Run 1, metal 3:
Bar = 20 microns.
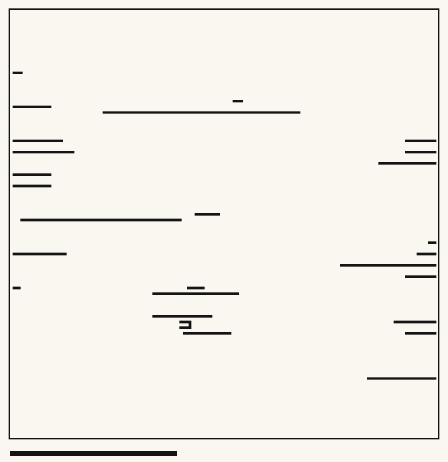
Run 1, cell density map:
The die is cut into 10 by 10 equal tiles; white is low, dark blue is high, 0 to 100% covered.
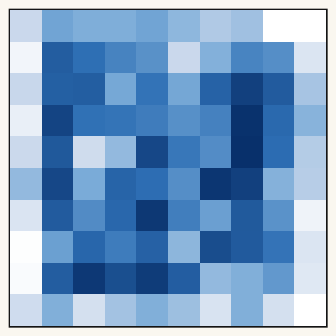
Run 1, cells coloured by class:
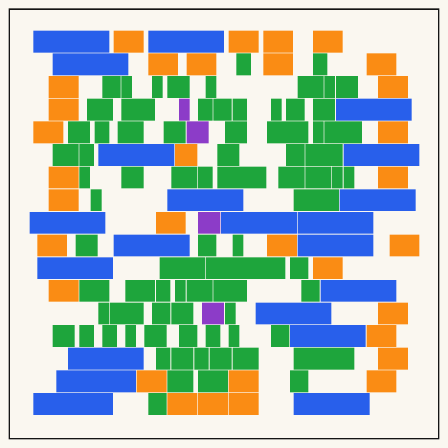
Run 1, sequential cells coloured by netlist name:
Bar = 20 microns. Other sequential cells in the stronger grey, the rest of the logic in the fainter grey.
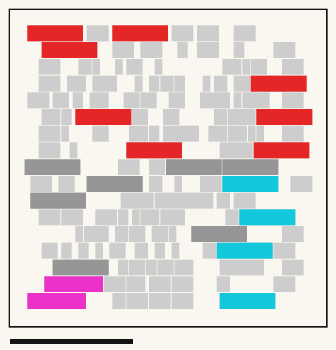
### src/rtl/cm0ik_misc_delay_sched.sv
// Purpose : round-robin scheduler sharing one countdown timer among NREQ requesters; grantee gets a done pulse.
// Latency : grant on edge k, done on edge k+max(delay_val,1); at least one idle cycle before the next grant.
// Backpressure: requesters hold req until done; dropping req or en during COUNT aborts without a done pulse.
module cm0ik_misc_delay_sched #(
    parameter int NREQ = 4,
    parameter int CW   = 8
) (
    input  logic            fclk,
    input  logic            hresetn,
    input  logic            en,
    input  logic [NREQ-1:0] req,
    input  logic [CW-1:0]   delay_val,
    output logic [NREQ-1:0] gnt,
    output logic [NREQ-1:0] done,
    output logic            busy,
    output logic [CW-1:0]   cnt
);

    localparam int PW = (NREQ > 1) ? $clog2(NREQ) : 1;

    typedef enum logic [1:0] {
        IDLE  = 2'd0,
        COUNT = 2'd1,
        DONE  = 2'd2
    } state_t;

    state_t          state;
    state_t          state_nxt;
    logic [PW-1:0]   rr_ptr;
    logic [PW-1:0]   rr_ptr_nxt;
    logic [NREQ-1:0] gnt_nxt;
    logic [NREQ-1:0] done_nxt;
    logic [CW-1:0]   cnt_nxt;
    logic            busy_nxt;

    logic            win_vld;
    logic [PW-1:0]   win_idx;
    logic [NREQ-1:0] win_oh;

    // Round-robin winner: first requester found searching upward from rr_ptr+1, wrapping at NREQ.
    always_comb begin
        int            j;
        logic [PW-1:0] cand;
        win_vld = 1'b0;
        win_idx = '0;
        j       = 0;
        cand    = '0;
        for (int i = 1; i <= NREQ; i++) begin
            j = int'(rr_ptr) + i;
            if (j >= NREQ) begin
                j = j - NREQ;
            end
            cand = PW'(j);
            if (!win_vld && req[cand]) begin
                win_vld = 1'b1;
                win_idx = cand;
            end
        end
        win_oh = {{(NREQ-1){1'b0}}, 1'b1} << win_idx;
    end

    // Next-state and next-output logic; outputs are computed here and registered below.
    always_comb begin
        state_nxt  = state;
        rr_ptr_nxt = rr_ptr;
        gnt_nxt    = gnt;
        done_nxt   = '0;
        cnt_nxt    = cnt;
        busy_nxt   = busy;
        case (state)
            IDLE: begin
                gnt_nxt  = '0;
                cnt_nxt  = '0;
                busy_nxt = 1'b0;
                if (en && win_vld) begin
                    state_nxt  = COUNT;
                    gnt_nxt    = win_oh;
                    cnt_nxt    = delay_val;
                    rr_ptr_nxt = win_idx;
                    busy_nxt   = 1'b1;
                end
            end
            COUNT: begin
                if (!en || ((req & gnt) == '0)) begin
                    // Abort: requester gave up or block disabled, no done pulse.
                    state_nxt = IDLE;
                    gnt_nxt   = '0;
                    cnt_nxt   = '0;
                    busy_nxt  = 1'b0;
                end else if (cnt <= CW'(1)) begin
                    // Leaving at 1 (or 0) keeps the counter from ever wrapping.
                    state_nxt = DONE;
                    done_nxt  = gnt;
                end else begin
                    cnt_nxt = cnt - CW'(1);
                end
            end
            DONE: begin
                // Single-cycle state; en and req are deliberately ignored here.
                state_nxt = IDLE;
                gnt_nxt   = '0;
                cnt_nxt   = '0;
                busy_nxt  = 1'b0;
            end
            default: begin
                state_nxt = IDLE;
                gnt_nxt   = '0;
                cnt_nxt   = '0;
                busy_nxt  = 1'b0;
            end
        endcase
    end

    // State and output registers; reset parks the pointer so requester 0 wins first.
    always_ff @(posedge fclk or negedge hresetn) begin
        if (!hresetn) begin
            state  <= IDLE;
            rr_ptr <= PW'(NREQ - 1);
            gnt    <= '0;
            done   <= '0;
            cnt    <= '0;
            busy   <= 1'b0;
        end else begin
            state  <= state_nxt;
            rr_ptr <= rr_ptr_nxt;
            gnt    <= gnt_nxt;
            done   <= done_nxt;
            cnt    <= cnt_nxt;
            busy   <= busy_nxt;
        end
    end

endmodule

### config.mk
export PLATFORM = sky130hd
export DESIGN_NAME = cm0ik_misc_delay_sched
export DESIGN_NICKNAME = d
export VERILOG_FILES = /design/src/rtl/cm0ik_misc_delay_sched.sv
export SDC_FILE = /design/constraint.sdc
export NUM_CORES = 1
export LEC_CHECK = 0
export CAP_MARGIN = 20
export CORE_MARGIN = 2
export CORE_UTILIZATION = 50
export DETAILED_ROUTE_END_ITERATION = 12
export HOLD_SLACK_MARGIN = 0.03
export PLACE_DENSITY_LB_ADDON = 0.12
export SETUP_SLACK_MARGIN = 0.2
export SYNTH_ARGS = -nofsm -noshare
export SYNTH_HDL_FRONTEND = slang
export SYNTH_SLANG_ARGS = --single-unit
### constraint.sdc
create_clock -name fclk -period 5 [get_ports fclk]
set_input_delay 0.5 -clock fclk [delete_from_list [all_inputs] [get_ports fclk]]
set_output_delay 0.5 -clock fclk [all_outputs]
set_load 0.005 [all_outputs]
==> results.json, run 1 <==
{
  "core_sq_mm": 0.00217,
  "sw_frac_of_total": 0.341,
  "via_per_inst": 5.73,
  "leakage_nw": 0.649,
  "maxSlewViolCount": 0,
  "vdd_drop_max_mv": 0.265,
  "finalSetupViolations": 0,
  "cts.sinks": 21,
  "synth_cell_types": 37,
  "path_depth": 6,
  "h-tree-depth": 1,
  "drive_above_1_share": 0.103,
  "avgSynthCellArea_sq_um": 11.0,
  "critical_path_required_ns": 5.23,
  "start_kind": "input pin",
  "syn_inst": 102,
  "final_util": 0.689,
  "clockBufferDepth": 2,
  "ys_seq_share": 0.470,
  "critical-path-max-stage-delay_ns": 0.70,
  "io_pins": 32,
  "p_seq_uw": 233,
  "synth_flops": 21,
  "synth_top_area_share": 0.423,
  "syn_area_sq_mm": 0.00112,
  "place_inst": 160,
  "hold_depth": 1,
  "rows": 17,
  "num_vias": 939,
  "cts_tree": "yes",
  "floorplan.nets": 119,
  "grt-busiest-layer": "met2",
  "min-delay-start": "busy$_DFFE_PN0P_",
  "most_common_cell": "dfrtp_1",
  "cts_buffers": 3,
  "fp-utilization": 0.518,
  "common_cells": "19 x dfrtp_1, 7 x nand2_1, 6 x a21oi_1, 6 x nor2_1",
  "dieWidth_microns": 51.4,
  "min_to": "busy$_DFFE_PN0P_",
  "power_clock_uw": 83.2,
  "drt-initial-drc-count": 26,
  "grtUsageMet3": 0.0322,
  "xor_area_frac": 0.0312,
  "first_pass_iters": 4,
  "outcome": "completed",
  "stdcell_count": 164,
  "worstReg2RegEnd": "cnt[1]$_DFFE_PN0P_",
  "final_cell_mix": "31 x clkdlybuf4s50_1, 19 x dfrtp_1, 7 x nand2_1",
  "cts_resized": 0,
  "clockPowerShare": 0.166,
  "antenna_found_initial": 0,
  "hold_viol_final": 0,
  "crit_start": "req[3]",
  "nets": 154,
  "reg2reg_from": "cnt[3]$_DFFE_PN0P_",
  "pwr-share-seq": 0.465,
  "power.internal_uw": 330,
  "rr_worst_depth": 4,
  "ys_sh_mux": 0.0323,
  "combinationalPowerShare": 0.369,
  "drc": 0,
  "async_reset_ff_frac": 1.00,
  "die-height_microns": 51.4,
  "root_buffer": "clkbuf_4",
  "warnings": 27,
  "ys_cells": 102,
  "rsz0062_at_grt": "no",
  "gp_congestion": 0.848,
  "top_cells_by_area": "dfrtp_1 42%, dfstp_2 4.7%, a21oi_1 2.7%, a21o_1 2.7%, a22oi_1 2.7%",
  "p_comb_uw": 185,
  "hold_buffers": 0,
  "path_buffers": 2,
  "grt_max_degree": 22,
  "ff_type": "dfrtp_1",
  "logic_family": "AND-OR/OR-AND gates",
  "fin_crit_sh": 0.448,
  "drtAntennaViolNets": 0,
  "path_clk_slew_ns": 0.13,
  "path_class": "input pin to register",
  "synth_warnings": 0,
  "holdCritPathClass": "register to register",
  "p_sw_uw": 171,
  "grt_pass1_wl_microns": 4070,
  "globalRouteTotalUtil": 0.210,
  "grtUsageMet2": 0.333,
  "portBuffers": 31,
  "aoi_share": 0.242,
  "wl_met1_microns": 1110,
  "met3_length_microns": 154,
  "lay_top_count": "clkdlybuf4s50_1",
  "adder_share": 0.0223,
  "gr-total-overflow": 0,
  "placed_area_sq_mm": 0.00147,
  "routed-wl-met2_microns": 1180,
  "clk_latency_ns": 0.31,
  "end_kind": "register",
  "die-area_sq_mm": 0.00264,
  "cp-endpoint": "cnt[7]$_DFFE_PN0P_",
  "ys_sh_simple": 0.186,
  "critPathTopFamily": "buffers and inverters",
  "grt_pass1_vias": 859,
  "cp.arrival_ns": 2.47,
  "grt_use_met1": 0.290,
  "antenna_cells": 0,
  "synth_area_leader_cell": "dfrtp_1",
  "yosysChipArea_sq_mm": 0.00112,
  "hpwl_microns": 1790,
  "timing.fmax_mhz": 447,
  "edf_count": 0,
  "r2r_slack_ns": 2.93,
  "wl_per_cell_microns": 15.0,
  "slew_headroom": 0.394,
  "tightest_slew_ns": 0.906,
  "path_max_fanout": 10,
  "fin_ws_ns": 2.76,
  "path_cells": "clkdlybuf4s50_1, nor4_1, nor4b_2, buf_4, a21oi_1, a211oi_1",
  "post-route-min-period_ns": 2.24,
  "syn2layout_area_growth_pct": 33.1,
  "power_top_consumer": "sequential cells",
  "fin_area_sq_mm": 0.00150,
  "top_layer": "met4",
  "fin_tns_setup_ns": 0,
  "worst_path_max_delay_cell": "nor4b_2",
  "wl_microns": 2460,
  "power_density_mw_per_mm2": 335,
  "postCtsSetupBuffers": 0,
  "pre_cts_ws_ns": 2.44,
  "skew_ns": 0.0142,
  "n_fill_cell": 188,
  "max_cap_violations": 0
}
Notes on 'metal 3' above:
The layer carries 155 microns of wire. The wires run mostly horizontal. The longest straight run is 23.5 microns. The layer holds 6.3% of the routed length.

Notes on 'cell density map' above:
The fullest tile reaches 100%. The emptiest ninth of the die: lower right. 4.0% of the tiles are nearly empty. The densest ninth of the die: centre. 31% of the tiles are over 75% full.

Notes on 'cells coloured by class' above:
Orange marks remaining buffers and delay cells, cells 32, share of their area 22%. Blue marks registers, cells 21, share of their area 36%. Purple marks clock drivers and dummy loads, cells 4, share of their area 1.8%. Green marks remaining logic cells, cells 79, share of their area 40%.

Notes on 'sequential cells coloured by netlist name' above:
Red marks `cnt`, placed flops 8. Cyan marks `done`, placed flops 4. Magenta marks `rr_ptr`, placed flops 2.

[run 1: state kept, by name, indices dropped and copies added (netlist names)]
signal and cells:
cnt 8, rr_ptr 2, busy 1, gnt 4, done 4, state 2
[run 1: final cells by class]
cell class	count	area, sq um	area share
Timing Repair Buffer	32	318	0.213
Inverter	3	11.3	0.00753
Sequential cell	21	528	0.353
Tap cell	28	35.0	0.0234
Clock buffer	4	26.3	0.0176
Multi-Input combinational cell	76	577	0.386
[run 1: stage by stage]
step	power, mW	hold WS, ns
finish	0.501	0.507
detailed placement	0.419	0.470
floorplan	0.343	0.204
global placement	0.413	0.466
global route	0.531	0.514
CTS	0.504	0.503
Run 1, placed standard cells:
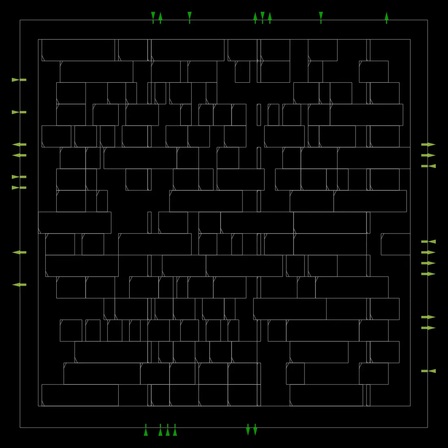

==> run 1 -> run 2 <==
--- a/config.mk
+++ b/config.mk
@@ -7,7 +7,7 @@
 export LEC_CHECK = 0
 export CAP_MARGIN = 20
 export CORE_MARGIN = 2
-export CORE_UTILIZATION = 50
+export CORE_UTILIZATION = 46
 export DETAILED_ROUTE_END_ITERATION = 12
 export HOLD_SLACK_MARGIN = 0.03
 export PLACE_DENSITY_LB_ADDON = 0.12
==> constraint.sdc (replaced) <==
create_clock -name fclk -period 2.3 [get_ports fclk]
set_input_delay 0.23 -clock fclk [delete_from_list [all_inputs] [get_ports fclk]]
set_output_delay 0.23 -clock fclk [all_outputs]
set_load 0.005 [all_outputs]
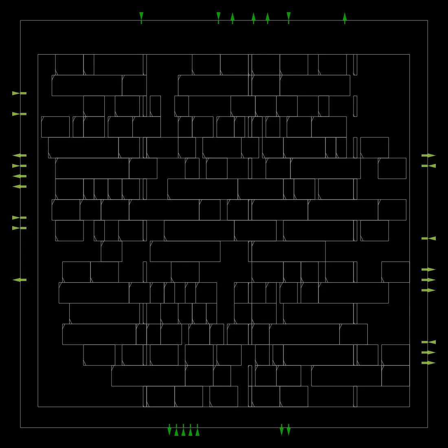
Run 2: placed standard cells
# rows: 17
Filler cells: 183

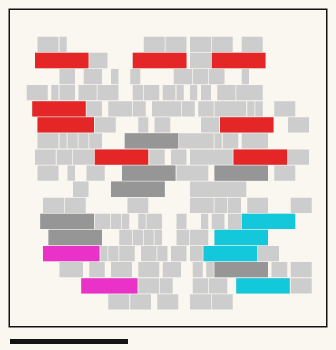
Run 2: sequential cells coloured by netlist name
Bar = 20 microns. Other sequential cells in the stronger grey, the rest of the logic in the fainter grey.
Magenta marks `rr_ptr`, placed flops 2. Red marks `cnt`, placed flops 8. Cyan marks `done`, placed flops 4, where lower right.
Another 7 sequential cells are not coloured.

==> results.json, run 2 <==
{
  "outcome": "completed",
  "inverters": 3,
  "path_class": "register to register",
  "wl_microns": 2380,
  "place_inst": 163,
  "fin_ws_ns": 0.270,
  "comb_area_sq_um": 577,
  "drive_above_1_share": 0.129,
  "xor_area_frac": 0.0312,
  "timing.hold.ws_ns": 0.259,
  "power_clock_uw": 172,
  "top_register": "cnt",
  "fin_crit_sh": 0.882,
  "placed_area_sq_mm": 0.00149,
  "wl_per_cell_microns": 14.3,
  "drc": 0,
  "logic_family": "AND-OR/OR-AND gates",
  "start_kind": "register",
  "lay_top_count": "clkdlybuf4s50_1",
  "synth_warnings": 0,
  "clk_latency_ns": 0.30,
  "h-tree-depth": 1,
  "portBuffers": 31,
  "maxSlewViolCount": 0,
  "timing.fmax_mhz": 493,
  "seq_share": 0.348,
  "top_layer": "met4",
  "core_sq_mm": 0.00225,
  "worst_path_max_delay_cell": "or4b_4",
  "path_buffers": 0,
  "avgSynthCellArea_sq_um": 11.0,
  "die-height_microns": 53.4,
  "met3_length_microns": 168,
  "end_kind": "register",
  "vdd_drop_max_mv": 0.499,
  "via_per_inst": 5.66,
  "fin_tns_setup_ns": 0,
  "hold_buffers": 0,
  "fin_area_sq_mm": 0.00152,
  "cts.sinks": 21,
  "root_buffer": "clkbuf_4",
  "synth_flops": 21,
  "max_cap_violations": 0,
  "path_cells": "or3_4, or4b_4, nor2_8, mux2_4",
  "first_pass_iters": 4,
  "stdcell_count": 167,
  "cp.arrival_ns": 2.23,
  "grt-busiest-layer": "met2",
  "floorplan.nets": 119,
  "critical-path-max-stage-delay_ns": 0.59,
  "grtUsageMet3": 0.0706,
  "top_regs": "cnt x8, done x4, gnt x4",
  "adder_share": 0.0223,
  "leakage_nw": 0.662,
  "routed-wl-met2_microns": 1120,
  "largestClassByArea": "logic gates",
  "largest_reg_flops": 8,
  "power_top_consumer": "sequential cells",
  "antenna_found_initial": 0,
  "grtUsageMet2": 0.313,
  "power.internal_uw": 731,
  "holdCritPathClass": "input pin to asynchronous set/reset pin",
  "buffers": 35,
  "skew_ns": 0.00446,
  "tightest_slew_ns": 0.458,
  "dieWidth_microns": 53.4,
  "synth_area_leader_cell": "dfrtp_1",
  "pre_cts_ws_ns": 0.268,
  "clkCellAreaFrac": 0.0173,
  "sh_comb_area": 0.380,
  "grt_pass1_vias": 932,
  "async_reset_ff_frac": 1.00,
  "pwr-share-seq": 0.468,
  "warnings": 27,
  "gp_congestion": 0.784,
  "buf_share": 0.224,
  "yosysChipArea_sq_mm": 0.00112,
  "clock_buffers": 4,
  "p_comb_uw": 408,
  "synth_top_area_share": 0.423,
  "edf_count": 0,
  "cts_resized": 0,
  "synth_cell_types": 37,
  "grt_pass1_wl_microns": 4100,
  "common_cells": "19 x dfrtp_1, 7 x nand2_1, 6 x a21oi_1, 6 x nor2_1",
  "grt_max_degree": 22,
  "final_cell_mix": "31 x clkdlybuf4s50_1, 18 x dfrtp_1, 7 x nand2_1",
  "ys_sh_simple": 0.186,
  "p_sw_uw": 359,
  "rsz0062_at_grt": "no",
  "ys_cells": 102,
  "critPathTopFamily": "simple AND/OR/NAND/NOR gates",
  "aoi_share": 0.242,
  "seqCellArea_sq_um": 529,
  "syn2layout_area_growth_pct": 35.2,
  "clockBufferDepth": 2,
  "clockPowerShare": 0.158,
  "syn_inst": 102,
  "gr-total-overflow": 0,
  "fp-utilization": 0.498,
  "path_clk_slew_ns": 0.11,
  "antenna_cells": 0,
  "logic_gates": 76,
  "p_seq_uw": 510,
  "power_mw": 1.09,
  "hpwl_microns": 1810,
  "die-area_sq_mm": 0.00285
}
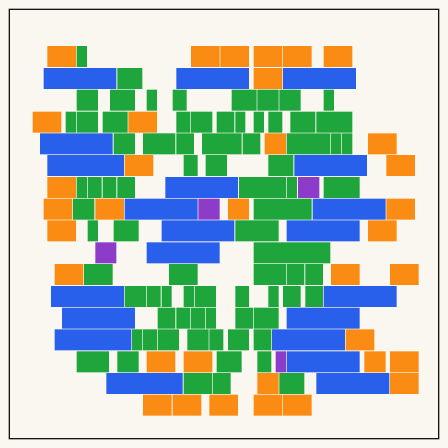
Run 2: cells coloured by class
Green marks remaining logic cells, cells 79, share of their area 40%. Blue marks registers, cells 21, share of their area 36%. Purple marks clock drivers and dummy loads, cells 4, share of their area 1.8%. Orange marks remaining buffers and delay cells, cells 35, share of their area 23%.

-- run 2: cell types whose count changed in the layout (fill, tap and decap cells not counted), sizes merged --
cell	delta
buf	+3
-- run 2: path summary, 6_finish.rpt --
check                                   startpoint  depth (start not counted)  slack (ns)                    end
worst max-delay path            cnt[3]$_DFFE_PN0P_                          4        0.27     cnt[1]$_DFFE_PN0P_
worst min-delay path                       hresetn                          2        0.26     gnt[1]$_DFFE_PN0P_
worst max register to register  cnt[3]$_DFFE_PN0P_                          4        0.27     cnt[1]$_DFFE_PN0P_
worst min register to register    busy$_DFFE_PN0P_                          1        0.50       busy$_DFFE_PN0P_
max in group asynchronous                  hresetn                          2        1.76  rr_ptr[0]$_DFFE_PN1P_
min in group fclk                     delay_val[5]                          3        0.47     cnt[5]$_DFFE_PN0P_
Power figures rest on the tool's default switching activity, not on a simulated workload.
